**Metal 2**

Drawn at 2 px/um. Cells faint in the background.
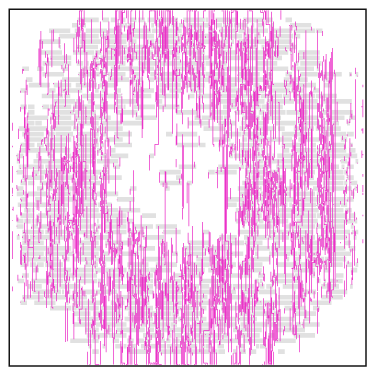
**Wiring by layer**

Drawn at 3 px/um. Only two layers are drawn.
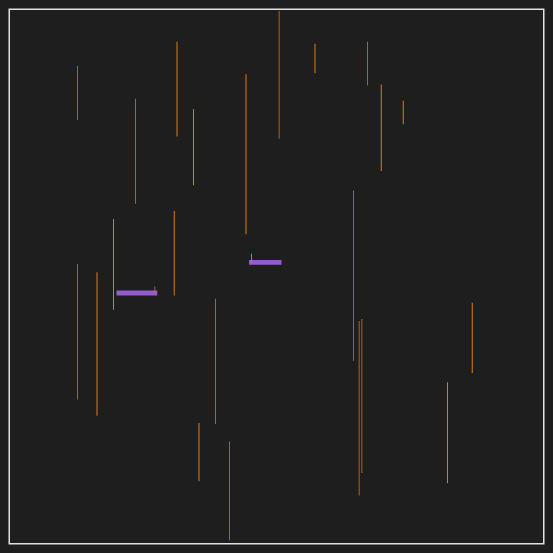
**Clock wiring as the flow saved it**

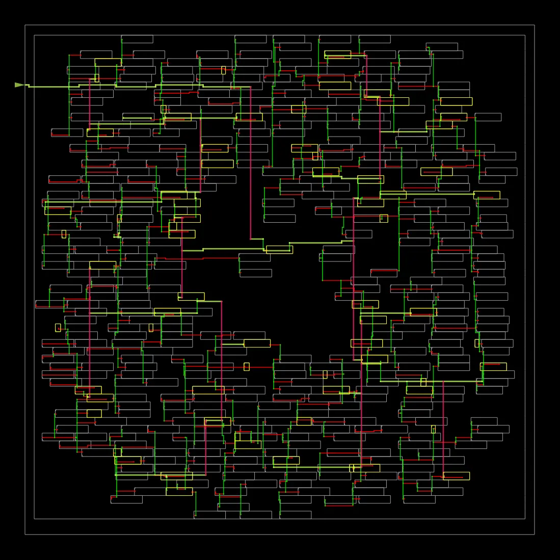
**I/O nets highlighted**

Drawn at 2 px/um.
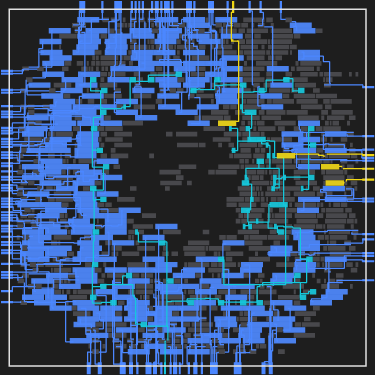
**Close-up of the layout**

Window x 123 to 143, y 123 to 143 um. Cells in grey, sequential cells in the stronger grey; small squares are vias.
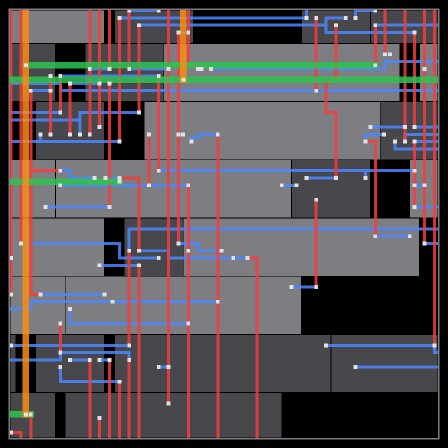
**config.mk**
```make
export PLATFORM = sky130hd
export DESIGN_NAME = cdb_arbiter_n
export DESIGN_NICKNAME = d
export VERILOG_FILES = /design/src/rtl/cdb_pkg.sv /design/src/rtl/cdb_result_fifo.sv /design/src/rtl/cdb_arbiter_n.sv
export SDC_FILE = /design/constraint.sdc
export NUM_CORES = 1
export LEC_CHECK = 0
export ABC_AREA = 0
export CAP_MARGIN = 25
export CORE_MARGIN = 3
export CORE_UTILIZATION = 49
export DETAILED_ROUTE_END_ITERATION = 8
export PLACE_DENSITY = 0.84
export RECOVER_POWER = 25
export SLEW_MARGIN = 40
export SYNTH_ARGS = -nofsm -noshare
export SYNTH_HDL_FRONTEND = slang
export SYNTH_SLANG_ARGS = --single-unit
```
**constraint.sdc**
```tcl
create_clock -name clk -period 4.4 [get_ports clk]
set_input_delay 0.44 -clock clk [delete_from_list [all_inputs] [get_ports clk]]
set_output_delay 0.44 -clock clk [all_outputs]
set_load 0.1 [all_outputs]
```
**src/rtl/cdb_pkg.sv**
```systemverilog
// Shared CDB types and default widths for the result arbiter.
// The fixed-width typedefs describe the default bus; cdb_arbiter_n builds its own parametrised copy.
package cdb_pkg;

  localparam int CDB_NUM_UNITS = 4;
  localparam int CDB_DATA_W    = 32;
  localparam int CDB_TAG_W     = 6;
  localparam int CDB_BUF_DEPTH = 2;

  typedef struct packed {
    logic [CDB_TAG_W-1:0]  tag;
    logic                  valid;
    logic [CDB_DATA_W-1:0] data;
    logic                  branch;
    logic                  branch_taken;
  } cdb_bus;

  typedef struct packed {
    logic [CDB_TAG_W-1:0]  tag;
    logic [CDB_DATA_W-1:0] data;
    logic                  branch;
    logic                  branch_taken;
  } cdb_result_t;

  // Round-robin successor of channel g among n channels.
  function automatic int unsigned rr_next(input int unsigned g, input int unsigned n);
    return (g + 1 >= n) ? 0 : g + 1;
  endfunction

endpackage

```
**src/rtl/cdb_result_fifo.sv**
```systemverilog
// Per-channel result FIFO: wrap-around pointers plus occupancy count, ready from registered state only.
// Flush clears pointers/count and drops the same-cycle push and pop; storage is not reset.
module cdb_result_fifo #(
  parameter int BUF_DEPTH = 2,
  parameter int WIDTH     = 40
) (
  input  logic             clk,
  input  logic             rst,
  input  logic             flush,
  input  logic             push_valid,
  output logic             push_ready,
  input  logic [WIDTH-1:0] push_data,
  input  logic             pop,
  output logic             head_valid,
  output logic [WIDTH-1:0] head_data
);

  localparam int PTR_W = (BUF_DEPTH > 1) ? $clog2(BUF_DEPTH) : 1;
  localparam int CNT_W = $clog2(BUF_DEPTH) + 1;
  localparam logic [PTR_W-1:0] PTR_LAST = PTR_W'(BUF_DEPTH - 1);
  localparam logic [CNT_W-1:0] CNT_FULL = CNT_W'(BUF_DEPTH);

  logic [WIDTH-1:0] mem_q [BUF_DEPTH];
  logic [PTR_W-1:0] wr_ptr_q, wr_ptr_d;
  logic [PTR_W-1:0] rd_ptr_q, rd_ptr_d;
  logic [CNT_W-1:0] count_q, count_d;
  logic             do_push;
  logic             do_pop;

  assign push_ready = (count_q < CNT_FULL);
  assign head_valid = (count_q != '0);
  assign head_data  = mem_q[rd_ptr_q];

  assign do_push = push_valid & push_ready & ~flush;
  assign do_pop  = pop & head_valid & ~flush;

  always_comb begin
    wr_ptr_d = wr_ptr_q;
    rd_ptr_d = rd_ptr_q;
    count_d  = count_q;
    if (flush) begin
      wr_ptr_d = '0;
      rd_ptr_d = '0;
      count_d  = '0;
    end else begin
      if (do_push) begin
        wr_ptr_d = (wr_ptr_q == PTR_LAST) ? '0 : wr_ptr_q + 1'b1;
      end
      if (do_pop) begin
        rd_ptr_d = (rd_ptr_q == PTR_LAST) ? '0 : rd_ptr_q + 1'b1;
      end
      // Push and pop in the same cycle leave the occupancy unchanged.
      case ({do_push, do_pop})
        2'b10:   count_d = count_q + 1'b1;
        2'b01:   count_d = count_q - 1'b1;
        default: count_d = count_q;
      endcase
    end
  end

  always_ff @(posedge clk or negedge rst) begin
    if (!rst) begin
      wr_ptr_q <= '0;
      rd_ptr_q <= '0;
      count_q  <= '0;
    end else begin
      wr_ptr_q <= wr_ptr_d;
      rd_ptr_q <= rd_ptr_d;
      count_q  <= count_d;
    end
  end

  always_ff @(posedge clk) begin
    if (do_push) begin
      mem_q[wr_ptr_q] <= push_data;
    end
  end

endmodule

```
**src/rtl/cdb_arbiter_n.sv**
```systemverilog
// Common-data-bus arbiter: per-unit result FIFOs, one registered CDB result per cycle.
// Define CDB_ARB_RR_EN for round-robin arbitration; otherwise fixed priority, lowest index wins.
module cdb_arbiter_n
  import cdb_pkg::*;
#(
  parameter int NUM_UNITS = CDB_NUM_UNITS,
  parameter int DATA_W    = CDB_DATA_W,
  parameter int TAG_W     = CDB_TAG_W,
  parameter int BUF_DEPTH = CDB_BUF_DEPTH
) (
  input  logic                        clk,
  input  logic                        rst,
  input  logic                        flush,
  input  logic [NUM_UNITS-1:0]        unit_valid,
  output logic [NUM_UNITS-1:0]        unit_ready,
  input  logic [NUM_UNITS*TAG_W-1:0]  unit_tag,
  input  logic [NUM_UNITS*DATA_W-1:0] unit_data,
  input  logic [NUM_UNITS-1:0]        unit_branch,
  input  logic [NUM_UNITS-1:0]        unit_branch_taken,
  output logic                        cdb_valid,
  output logic [TAG_W-1:0]            cdb_tag,
  output logic [DATA_W-1:0]           cdb_data,
  output logic                        cdb_branch,
  output logic                        cdb_branch_taken,
  output logic [NUM_UNITS-1:0]        cdb_grant
);

  localparam int IDX_W = $clog2(NUM_UNITS);

  typedef struct packed {
    logic [TAG_W-1:0]  tag;
    logic [DATA_W-1:0] data;
    logic              branch;
    logic              branch_taken;
  } result_t;

  localparam int RES_W = $bits(result_t);

  result_t              push_res [NUM_UNITS];
  result_t              head_res [NUM_UNITS];
  logic [NUM_UNITS-1:0] head_valid;
  logic [NUM_UNITS-1:0] pop_vec;
  logic                 win_any;
  logic [IDX_W-1:0]     win_idx;

  result_t              cdb_res_q, cdb_res_d;
  logic                 cdb_valid_q, cdb_valid_d;
  logic [NUM_UNITS-1:0] grant_q, grant_d;

`ifdef CDB_ARB_RR_EN
  logic [IDX_W-1:0]     rr_ptr_q, rr_ptr_d;
`endif

  generate
    for (genvar gi = 0; gi < NUM_UNITS; gi++) begin : g_chan
      assign push_res[gi].tag          = unit_tag[gi*TAG_W +: TAG_W];
      assign push_res[gi].data         = unit_data[gi*DATA_W +: DATA_W];
      assign push_res[gi].branch       = unit_branch[gi];
      assign push_res[gi].branch_taken = unit_branch_taken[gi];

      assign pop_vec[gi] = win_any & ~flush & (win_idx == IDX_W'(gi));

      cdb_result_fifo #(
        .BUF_DEPTH (BUF_DEPTH),
        .WIDTH     (RES_W)
      ) u_fifo (
        .clk        (clk),
        .rst        (rst),
        .flush      (flush),
        .push_valid (unit_valid[gi]),
        .push_ready (unit_ready[gi]),
        .push_data  (push_res[gi]),
        .pop        (pop_vec[gi]),
        .head_valid (head_valid[gi]),
        .head_data  (head_res[gi])
      );
    end
  endgenerate

  // Scan from lowest to highest search priority backwards so the last hit is the winner.
  always_comb begin
    win_any = |head_valid;
    win_idx = '0;
    for (int k = NUM_UNITS - 1; k >= 0; k--) begin
`ifdef CDB_ARB_RR_EN
      if (head_valid[(int'(rr_ptr_q) + k) % NUM_UNITS]) begin
        win_idx = IDX_W'((int'(rr_ptr_q) + k) % NUM_UNITS);
      end
`else
      if (head_valid[k]) begin
        win_idx = IDX_W'(k);
      end
`endif
    end
  end

  always_comb begin
    cdb_valid_d = 1'b0;
    grant_d     = '0;
    cdb_res_d   = '0;
    if (!flush && win_any) begin
      cdb_valid_d      = 1'b1;
      grant_d[win_idx] = 1'b1;
      cdb_res_d        = head_res[win_idx];
    end
  end

`ifdef CDB_ARB_RR_EN
  always_comb begin
    rr_ptr_d = rr_ptr_q;
    if (!flush && win_any) begin
      rr_ptr_d = IDX_W'(rr_next(int'(win_idx), NUM_UNITS));
    end
  end

  always_ff @(posedge clk or negedge rst) begin
    if (!rst) begin
      rr_ptr_q <= '0;
    end else begin
      rr_ptr_q <= rr_ptr_d;
    end
  end
`endif

  always_ff @(posedge clk or negedge rst) begin
    if (!rst) begin
      cdb_valid_q <= 1'b0;
      grant_q     <= '0;
      cdb_res_q   <= '0;
    end else begin
      cdb_valid_q <= cdb_valid_d;
      grant_q     <= grant_d;
      cdb_res_q   <= cdb_res_d;
    end
  end

  assign cdb_valid        = cdb_valid_q;
  assign cdb_grant        = grant_q;
  assign cdb_tag          = cdb_res_q.tag;
  assign cdb_data         = cdb_res_q.data;
  assign cdb_branch       = cdb_res_q.branch;
  assign cdb_branch_taken = cdb_res_q.branch_taken;

endmodule

```
==> CHANGELOG.md <==
### Physical design

* Launching point of the worst reg2reg path: g_chan[1].u_fifo.count_q[1]
* Clock Pin Slew Worst Setup and Hold Paths at 0.06 ns
* Inverters, non-clock at 4
* Overall Power at 9.022 mW
* CTS root buffer: clkbuf_16
* Nonclk buf count at 238
* Crit. path cell count at 4
* Placed cell area at 16,880 um2
* Status: completed
* Max IR drop VDD at 0.3219 mV
* DRT met1 WL at 13,460 um
* Logic area at 3085 um2
* Post-synthesis sequential area ratio at 0.7714
* Logic power comb at 1.23 mW
* Hold wc startpoint: flush
* Met1 usage at 0.2719
* Reg-to-Reg End: cdb_data[18]
* GP Congestion at 0.7561
* Max Fanout on Critical Path at 42
* Crit path launch type: flop
* Final Non-Filler Cells at 1,477
* Initial DRC Count at 645
* Comb/total area at 0.1683
## Picture notes: 'metal 2'
The longest straight run is 107 um. The wires run mostly vertical. The layer holds 52% of the routed length.

## Picture notes: 'wiring by layer'
Key: metal 4 = orange [wire length 734 um]; metal 5 = purple [wire length 21.2 um]

## Picture notes: 'clock wiring as the flow saved it'
CTS Sinks: 381
clock buffers created by TritonCTS: 38
clkbuf count: 50
P_clk: 3.53 mW
flop count: 381

## Picture notes: 'I/O nets highlighted'
Key: cdb_grant = yellow [bits 4, direction output, edge 3 east, 1 north, end cells 4, wire 120 um]; unit_data = blue [bits 128, direction input, edge 48 west, 36 south, 31 north, 13 east, end cells 256, wire 5,340 um]; flush = cyan [bits 1, direction input, edge south, end cells 67, wire 950 um]

## Picture notes: 'close-up of the layout'
Key: metal 2 = red; metal 1 = blue; metal 4 = orange; metal 3 = green
Netlist names of flops here include g_chan.u_fifo.mem_q (5). Sequential cells in the window: 5. 16 logic cells have their middle in the window. Most frequent: edfxtp_1 (5), mux2i_1 (3).

[stage by stage]
| step | TNS [ns] | hold slack, ns | worst slack, ns |
|---|---|---|---|
| global placement | 0 | 0.5499 | 1.822 |
| finish | 0 | 0.4153 | 1.886 |
| global route | 0 | 0.4499 | 1.787 |
| CTS | 0 | 0.3972 | 1.852 |
| detailed placement | 0 | 0.4968 | 1.865 |
| floorplan | -14.04 | 0.1444 | -0.1170 |
[sequential cells by signal, summed over array words and instances (netlist names), 4 cells and up]
signal and flops:
cdb_tag 6, g_chan.u_fifo.mem_q 320, g_chan.u_fifo.count_q 8, g_chan.u_fifo.rd_ptr_q 4
g_chan.u_fifo.wr_ptr_q 4, cdb_grant 4, cdb_data 32
Power and IR drop assume default switching activity.
